==> run_1/m2.png <==
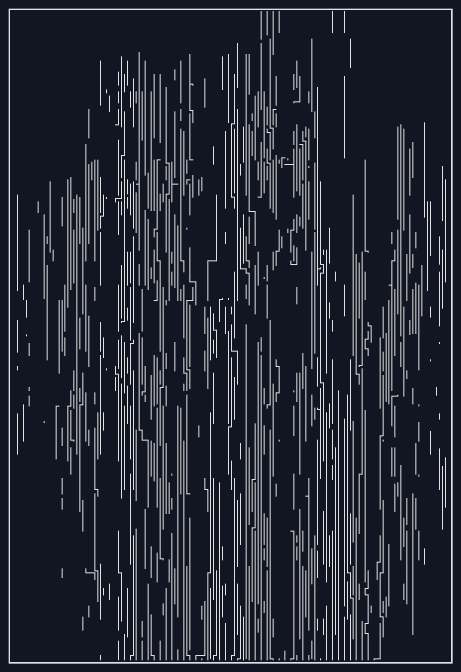
==> run_1/congestion_map.png <==
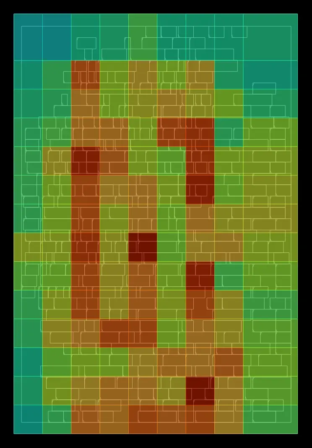
==> run_1/layers.png <==
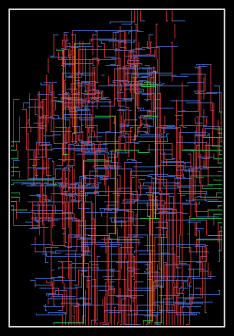
File: src/rtl/regfile_dump_reader_pkg.sv
// Shared definitions for the register-file dump engine: default widths,
// register count and the FSM state encoding.
package regfile_dump_reader_pkg;

    localparam int DW_DEF    = 32;
    localparam int AW_DEF    = 5;
    localparam int REG_COUNT = 2 ** AW_DEF;

    typedef enum logic [1:0] {
        ST_IDLE  = 2'd0,
        ST_SCAN  = 2'd1,
        ST_DRAIN = 2'd2
    } state_e;

endpackage

File: src/rtl/regfile_dump_reader_if.sv
// Valid/ready beat stream carrying one (index, value) pair per beat from the
// dump engine (master) to the debug/trace consumer (slave).
interface regfile_dump_reader_if #(
    parameter int DW = 32,
    parameter int AW = 5
);
    logic          valid;
    logic          ready;
    logic [AW-1:0] idx;
    logic [DW-1:0] data;
    logic          last;

    modport master (output valid, idx, data, last, input ready);
    modport slave  (input valid, idx, data, last, output ready);
endinterface

File: src/rtl/regfile_dump_reader_dump_out_stage.sv
// Single-entry output register: holds a beat stable until the consumer takes
// it, and can accept a new beat in the same cycle the old one is taken.
module dump_out_stage #(
    parameter int DW = 32,
    parameter int AW = 5
) (
    input  logic                         clk,
    input  logic                         rst_n,
    input  logic                         load,
    input  logic                         flush,
    input  logic [AW-1:0]                in_idx,
    input  logic [DW-1:0]                in_data,
    input  logic                         in_last,
    output logic                         can_load,
    regfile_dump_reader_if.master        dout
);

    logic          valid_q, valid_d;
    logic [AW-1:0] idx_q, idx_d;
    logic [DW-1:0] data_q, data_d;
    logic          last_q, last_d;

    // NOTE: every always_comb output gets a default first, so no path leaves it unassigned and no latch is inferred.
    always_comb begin
        valid_d = valid_q;
        idx_d   = idx_q;
        data_d  = data_q;
        last_d  = last_q;
        if (flush) begin
            valid_d = 1'b0;
            last_d  = 1'b0;
        end else if (load) begin
            valid_d = 1'b1;
            idx_d   = in_idx;
            data_d  = in_data;
            last_d  = in_last;
        end else if (valid_q && dout.ready) begin
            valid_d = 1'b0;
            last_d  = 1'b0;
        end
    end

    // NOTE: sequential state uses non-blocking assignments only; the data register is reset too because the reset value is observable.
    always_ff @(posedge clk or negedge rst_n) begin
        if (!rst_n) begin
            valid_q <= 1'b0;
            idx_q   <= '0;
            data_q  <= '0;
            last_q  <= 1'b0;
        end else begin
            valid_q <= valid_d;
            idx_q   <= idx_d;
            data_q  <= data_d;
            last_q  <= last_d;
        end
    end

    assign can_load   = !valid_q || dout.ready;
    assign dout.valid = valid_q;
    assign dout.idx   = idx_q;
    assign dout.data  = data_q;
    assign dout.last  = last_q;

endmodule

File: src/rtl/regfile_dump_reader.sv
// Scans a contiguous, possibly wrapping, range of register-file entries through
// one read port and streams each (index, value) pair over a valid/ready link.
module regfile_dump_reader
    import regfile_dump_reader_pkg::*;
#(
    parameter int DW = DW_DEF,
    parameter int AW = AW_DEF
) (
    input  logic                  clk,
    input  logic                  rst_n,
    input  logic                  start,
    input  logic [AW-1:0]         first_idx,
    input  logic [AW-1:0]         last_idx,
    input  logic                  abort,
    output logic [AW-1:0]         ra,
    input  logic [DW-1:0]         busa,
    regfile_dump_reader_if.master dout,
    output logic                  busy,
    output logic                  done
);

    state_e        state_q, state_d;
    logic [AW-1:0] ra_q, ra_d;
    logic [AW:0]   remaining_q, remaining_d;   // one extra bit so a full 32-entry dump fits
    logic          busy_q, busy_d;
    logic          done_q, done_d;
    logic          can_load, load, flush, beat_last;

    assign beat_last = (remaining_q == (AW+1)'(1));

    always_comb begin
        state_d     = state_q;
        ra_d        = ra_q;
        remaining_d = remaining_q;
        busy_d      = busy_q;
        done_d      = 1'b0;
        load        = 1'b0;
        flush       = 1'b0;
        unique case (state_q)
            ST_IDLE: begin
                if (start && !abort) begin
                    ra_d        = first_idx;
                    remaining_d = {1'b0, last_idx - first_idx} + (AW+1)'(1);
                    busy_d      = 1'b1;
                    state_d     = ST_SCAN;
                end
            end
            ST_SCAN: begin
                if (abort) begin
                    flush   = 1'b1;
                    busy_d  = 1'b0;
                    state_d = ST_IDLE;
                end else if (can_load) begin
                    load        = 1'b1;
                    ra_d        = ra_q + AW'(1);
                    remaining_d = remaining_q - (AW+1)'(1);
                    if (beat_last) state_d = ST_DRAIN;
                end
            end
            ST_DRAIN: begin
                if (abort) begin
                    flush   = 1'b1;
                    busy_d  = 1'b0;
                    state_d = ST_IDLE;
                end else if (dout.valid && dout.ready) begin
                    done_d  = 1'b1;
                    busy_d  = 1'b0;
                    state_d = ST_IDLE;
                end
            end
            default: begin
                flush   = 1'b1;
                busy_d  = 1'b0;
                state_d = ST_IDLE;
            end
        endcase
    end

    always_ff @(posedge clk or negedge rst_n) begin
        if (!rst_n) begin
            state_q     <= ST_IDLE;
            ra_q        <= '0;
            remaining_q <= '0;
            busy_q      <= 1'b0;
            done_q      <= 1'b0;
        end else begin
            state_q     <= state_d;
            ra_q        <= ra_d;
            remaining_q <= remaining_d;
            busy_q      <= busy_d;
            done_q      <= done_d;
        end
    end

    // Captures busa at the same edge ra advances, so the beat pairs ra_q with its data.
    dump_out_stage #(.DW(DW), .AW(AW)) u_out_stage (
        .clk      (clk),
        .rst_n    (rst_n),
        .load     (load),
        .flush    (flush),
        .in_idx   (ra_q),
        .in_data  (busa),
        .in_last  (beat_last),
        .can_load (can_load),
        .dout     (dout)
    );

    assign ra   = ra_q;
    assign busy = busy_q;
    assign done = done_q;

endmodule

File: src/flat_wrapper.sv
// flat-port wrapper written by rule: the top's interface ports become plain ports
module regfile_dump_reader_flat import regfile_dump_reader_pkg::*;
#(
    parameter int DW = DW_DEF,
    parameter int AW = AW_DEF
)
  (clk, rst_n, start, first_idx, last_idx, abort, ra, busa, busy, done, dout_valid, dout_idx, dout_data, dout_last, dout_ready);
  regfile_dump_reader_if #(.DW(DW), .AW(AW)) dout_i ();
  input  logic clk;
  input  logic rst_n;
  input  logic start;
  input  logic [AW-1:0] first_idx;
  input  logic [AW-1:0] last_idx;
  input  logic abort;
  output logic [AW-1:0] ra;
  input  logic [DW-1:0] busa;
  output logic busy;
  output logic done;
  output wire logic [$bits(dout_i.valid)-1:0] dout_valid;
  output wire logic [$bits(dout_i.idx)-1:0] dout_idx;
  output wire logic [$bits(dout_i.data)-1:0] dout_data;
  output wire logic [$bits(dout_i.last)-1:0] dout_last;
  input wire logic [$bits(dout_i.ready)-1:0] dout_ready;
  assign dout_valid = dout_i.valid;
  assign dout_idx = dout_i.idx;
  assign dout_data = dout_i.data;
  assign dout_last = dout_i.last;
  assign dout_i.ready = dout_ready;
  regfile_dump_reader #(.DW(DW), .AW(AW)) u_core (.clk(clk), .rst_n(rst_n), .start(start), .first_idx(first_idx), .last_idx(last_idx), .abort(abort), .ra(ra), .busa(busa), .dout(dout_i), .busy(busy), .done(done));
endmodule
File: config.mk
export PLATFORM = sky130hd
export DESIGN_NAME = regfile_dump_reader_flat
export DESIGN_NICKNAME = d
export VERILOG_FILES = /design/src/rtl/regfile_dump_reader_pkg.sv /design/src/rtl/regfile_dump_reader_if.sv /design/src/rtl/regfile_dump_reader_dump_out_stage.sv /design/src/rtl/regfile_dump_reader.sv /design/src/flat_wrapper.sv
export SDC_FILE = /design/constraint.sdc
export NUM_CORES = 1
export LEC_CHECK = 0
export CAP_MARGIN = 15
export CORE_ASPECT_RATIO = 1.5
export CORE_MARGIN = 1.5
export CORE_UTILIZATION = 42
export CTS_BUF_LIST = sky130_fd_sc_hd__clkbuf_4
export DETAILED_ROUTE_END_ITERATION = 12
export HOLD_SLACK_MARGIN = 0.08
export PLACE_DENSITY = 0.79
export SLEW_MARGIN = 5
export SYNTH_ARGS = -nofsm -noshare
export SYNTH_HDL_FRONTEND = slang
export SYNTH_SLANG_ARGS = --single-unit
export TNS_END_PERCENT = 100
File: constraint.sdc
create_clock -name clk -period 1.75 [get_ports clk]
set_input_delay 0.2625 -clock clk [delete_from_list [all_inputs] [get_ports clk]]
set_output_delay 0.2625 -clock clk [all_outputs]
set_load 0.01 [all_outputs]
==> CHANGELOG.md, run 1 <==
### Changed

* Status: finished with violations
* Failing checks: setup timing
* Detailed placement HPWL at around 5 mm
* Clock Pin Slew Worst Setup and Hold Paths at between 150 and 200 ps
* Simple share at 0.0825
* Area delta synth->final at 66.9%
* Post-CTS setup buffers at 6
* Setup_tns at -587 ps
* Layout cells sized above 1 at 0.371
* H-Tree Level Count at 2
* Adders+Majority by Area at 0.0587
* Antenna viol nets, final at 0
* Worst Max-Slew Pin Slew at 444 ps
* Row count at 35
* NumNets Final at 406
* Post-Syn Area per Cell at 12.5 um^2
* Most numerous logic cell after layout: clkdlybuf4s50_1
* CTS Buffer Depth at 2
* Area leader, netlist: dfrtp_1
* Hold_buf cts at 1
* R2r setup slk at -50 ps
* #MultiIn Comb at 138
* Core ar. at ~6200 um^2
* Hold Crit Class: input pin to flip-flop
* Reg-to-reg startpoint: u_core.state_q[1]
* Seq/total area at 0.303
* Non-clock buffer count at around 130
* Final setup vio count at 32
* DRT iter0 DRCs at 77
* Synth async-reset ratio at 1.00
* Starting Density at 0.435
* Synth Register Bits at 54
* Final worst slack at -54.9 ps
* Registers at approximately 54
* Total Routing Usage GR at 0.218
* Cts repair resizes at 33
* CP required at 2020 ps
* Fmax at around 550 MHz
* Number of clock buffers in the layout at 5
* Clock sink count at between 50 and 60
* WL/cell at 18.0 um
* Multi-input combinational area share at 0.334
* Ys Warns at 0
* Post-Syn Instances at 214
* Via count at roughly 2,200
* Netlist cell types at 45
* Total grt overflow at 0
Notes on m2.png above:
The layer holds 56% of the routed length. The wires run mostly vertical. The longest straight run is 51.7 um. The layer carries 4,280 um of wire. 379 nets have wire on it.

Notes on congestion_map.png above:
Layout Utilization: 0.725
met1 usage: 0.229
GRT busiest layer: met2

Notes on layers.png above:
Key: M4 = orange [wire length 323 um]; M1 = blue [wire length 2,780 um]; M3 = green [wire length 251 um]; M2 = red [wire length 4,280 um]

==> run 1: stage by stage <==
stage,power (mW),setup WS (ps),hold WS (ps)
floorplan,4.20,-54.9,-33.1
finish,7.75,-54.9,344
CTS,7.05,-18.7,326
global placement,5.70,-546,221
global route,8.18,-108,338
detailed placement,5.83,-628,227
==> run 1: layer usage <==
metal	GRT usage	part of all wire
met2	0.394	0.56
met4	0.125	0.042
met3	0.0335	0.033
met1	0.229	0.36
met5	0	0
==> run 1: report_power, final <==
part / total (mW) / internal (mW) / switching [mW]
registers: 2.32 / 1.86 / 0.461
logic: 4.70 / 2.94 / 1.77
clock network: 0.726 / 0.312 / 0.415
total: 7.75 / 5.10 / 2.64
==> run 1: sequential cells by signal, summed over array words and instances (netlist names) <==
signal and count:
u_core.done 1, u_core.ra 5, u_core.u_out_stage.dout.last 1, u_core.remaining_q 6, u_core.u_out_stage.dout.data 32, u_core.u_out_stage.dout.idx 5
u_core.state_q 2, u_core.busy 1, u_core.u_out_stage.dout.valid 1
==> run 1: worst min path at each step <==
stage	depth (start not counted)	endpoint	slack (ps)
2_1_floorplan	0	u_core.busy	-30
3_3_place_gp	1	u_core.u_out_stage.dout.data[21]	220
3_5_place_dp	1	u_core.u_out_stage.dout.data[18]	230
4_1_cts	2	u_core.u_out_stage.dout.data[21]	330
5_1_grt	3	u_core.ra[0]	340
6_report	3	u_core.ra[0]	340
==> run 1: synthesized netlist by cell type (2+ instances only) <==
cell and n:
nor2_1 10, inv_1 14, nand3_1 5, and3_1 3, o21ai_0 10, o221a_2 2
a21oi_1 11, nand2_1 4, dfrtp_1 54, nor3b_1 3, nand3b_1 2, a31oi_1 2
mux2_4 10, xnor2_1 5, clkbuf_1 2, buf_6 3, mux2_2 29, o22ai_1 4
ha_1 11, mux2i_1 4, a21boi_0 2
==> run 2: changes to the inputs <==
--- a/config.mk
+++ b/config.mk
@@ -13,6 +13,7 @@
 export DETAILED_ROUTE_END_ITERATION = 12
 export HOLD_SLACK_MARGIN = 0.08
 export PLACE_DENSITY = 0.79
+export SKIP_LAST_GASP = 1
 export SLEW_MARGIN = 5
 export SYNTH_ARGS = -nofsm -noshare
 export SYNTH_HDL_FRONTEND = slang
==> run_2/layers.png <==
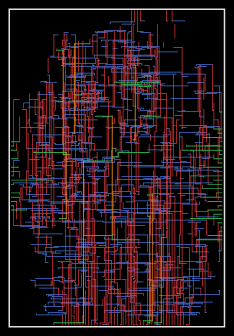
Key: M1 = blue [wire length 2,750 um]; M2 = red [wire length 4,310 um]; M4 = orange [wire length 298 um]; M3 = green [wire length 293 um]

==> run 2 against run 1 <==
  * The run still ends with setup timing left
  * Clock skew rose by 5.8 ps
  * Sequential power is essentially flat
  * Synthesized area unchanged
  * Critical path depth stayed put
  * Global-route usage barely moved
  * Sequential share of layout area is 0.21 points higher
  * Non-clock buffer count decreased by 1
  * Worst hold slack improved by 1.3 ps
  * Total power down 0.86%
  * Final area fell by 0.78%
  * Routed wire length grew 0.24%
  * Largest power group unchanged
  * Highest routed layer unchanged
==> CHANGELOG.md, run 2 <==
### Changed

* Status: finished with violations
* Failing checks: setup timing
* Most numerous logic cell after layout: clkdlybuf4s50_1
* Core ar. at 6170 um^2
* Netlist cell types at 45
* Post-CTS setup buffers at 6
* Synth async-reset ratio at 1.00
* DRT iter0 DRCs at approximately 50
* Row count at 35
* Final setup vio count at 33
* Critical path endpoint category: flip-flop
* Pre-CTS setup slack at -628 ps
* Top cells by count, synth: dfrtp_1 (54), mux2_2 (29), inv_1 (14)
* Starting Density at 0.435
* Clock Pin Slew Worst Setup and Hold Paths at 160 ps
* Synth Register Bits at 54
* NumNets Final at about 410
* Cts repair resizes at 31
* WL/cell at approximately 18 um
* Post-Syn Area per Cell at around 13 um^2
* CTS tree: built
* Tot Pwr at 7.68 mW
* Hold_buf cts at 1
* Largest register FFs at 32
* Antenna viol nets, final at 0
* Via count at roughly 2,200
* WP buf/inv at 4
* CTS Buffer Depth at 2
* Critical path startpoint category: flip-flop
* CP required at 2030 ps
* Hold Crit Class: input pin to flip-flop
* Total grt overflow at 0
* Fmax at roughly 550 MHz
* Top area contributor share at 0.503
* Clock sink count at approximately 54
* Worst Max-Slew Pin Slew at 431 ps
* Simple share at 0.0825
* Setup_tns at -920 ps
* Most frequent cell after synthesis: dfrtp_1
* Adders+Majority by Area at 0.0587
* H-Tree Level Count at 2
* Post-Syn Instances at approximately 210
* Layout cells sized above 1 at 0.343
* Ys Warns at 0
* Fin Hold WS at 345 ps
* Final worst slack at -70.1 ps
* Area delta synth->final at 65.6%
==> run_2/congestion_map.png <==
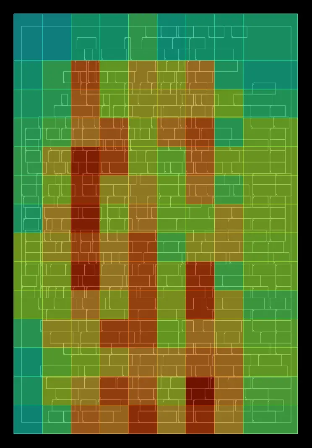
met1 usage: 0.227
Layout Utilization: 0.720

run 2: netlist changes by cell type in the layout (fill, tap and decap cells not counted), sizes merged:
cell / before / now
buf: 39 / 37
clkbuf: 8 / 9
run 2: report_power, final:
group,switching (mW),internal [mW],total (mW),leakage (nW)
Sequential,0.446,1.85,2.30,0.645
Combinational,1.75,2.90,4.65,1.26
Clock,0.422,0.312,0.734,0.0462
run 2: per-layer routing:
metal  vias to the layer above  track usage  wire length [um]
met5                         -            0                 0
met4                         0        0.125               297
met3                        21       0.0335               292
met2                        80        0.394              4310
met1                      1099        0.227              2750
li1                       1030            -                 -
run 2: cell families (layout without fill, tap and decap cells):
family	after synthesis	after routing
AOI/OAI and AO/OA	39	39
xor gates and xnor gates	6	6
adders and majority gates	12	12
buffers and inverters	22	155
DFF	54	54
muxes	43	43
other	0	1
and+or+nand+nor	38	38
run 2: final timing paths:
kind / cells after the start / endpoint / slack [ps] / from
max: 8 / u_core.u_out_stage.dout.data[2] / -70 / u_core.state_q[1]
min reg2reg: 1 / u_core.u_out_stage.dout.data[14] / 530 / u_core.u_out_stage.dout.data[14]
max reg2reg: 8 / u_core.u_out_stage.dout.data[2] / -70 / u_core.state_q[1]
min: 3 / u_core.ra[0] / 350 / first_idx[0]
min in group asynchronous: 2 / u_core.u_out_stage.dout.data[18] / 360 / rst_n
max in group asynchronous: 3 / u_core.ra[0] / 800 / rst_n
run 2: cell type report:
cell class	count	share of cell area
Clock inverter	3	0.0107
Antenna cell	1	0.000563
Sequential cell	54	0.305
Clock buffer	5	0.00845
Multi-Input combinational cell	138	0.329
Tap cell	74	0.0208
Timing Repair Buffer	133	0.314
Inverter	14	0.0118
Power figures rest on the tool's default switching activity, not on a simulated workload.
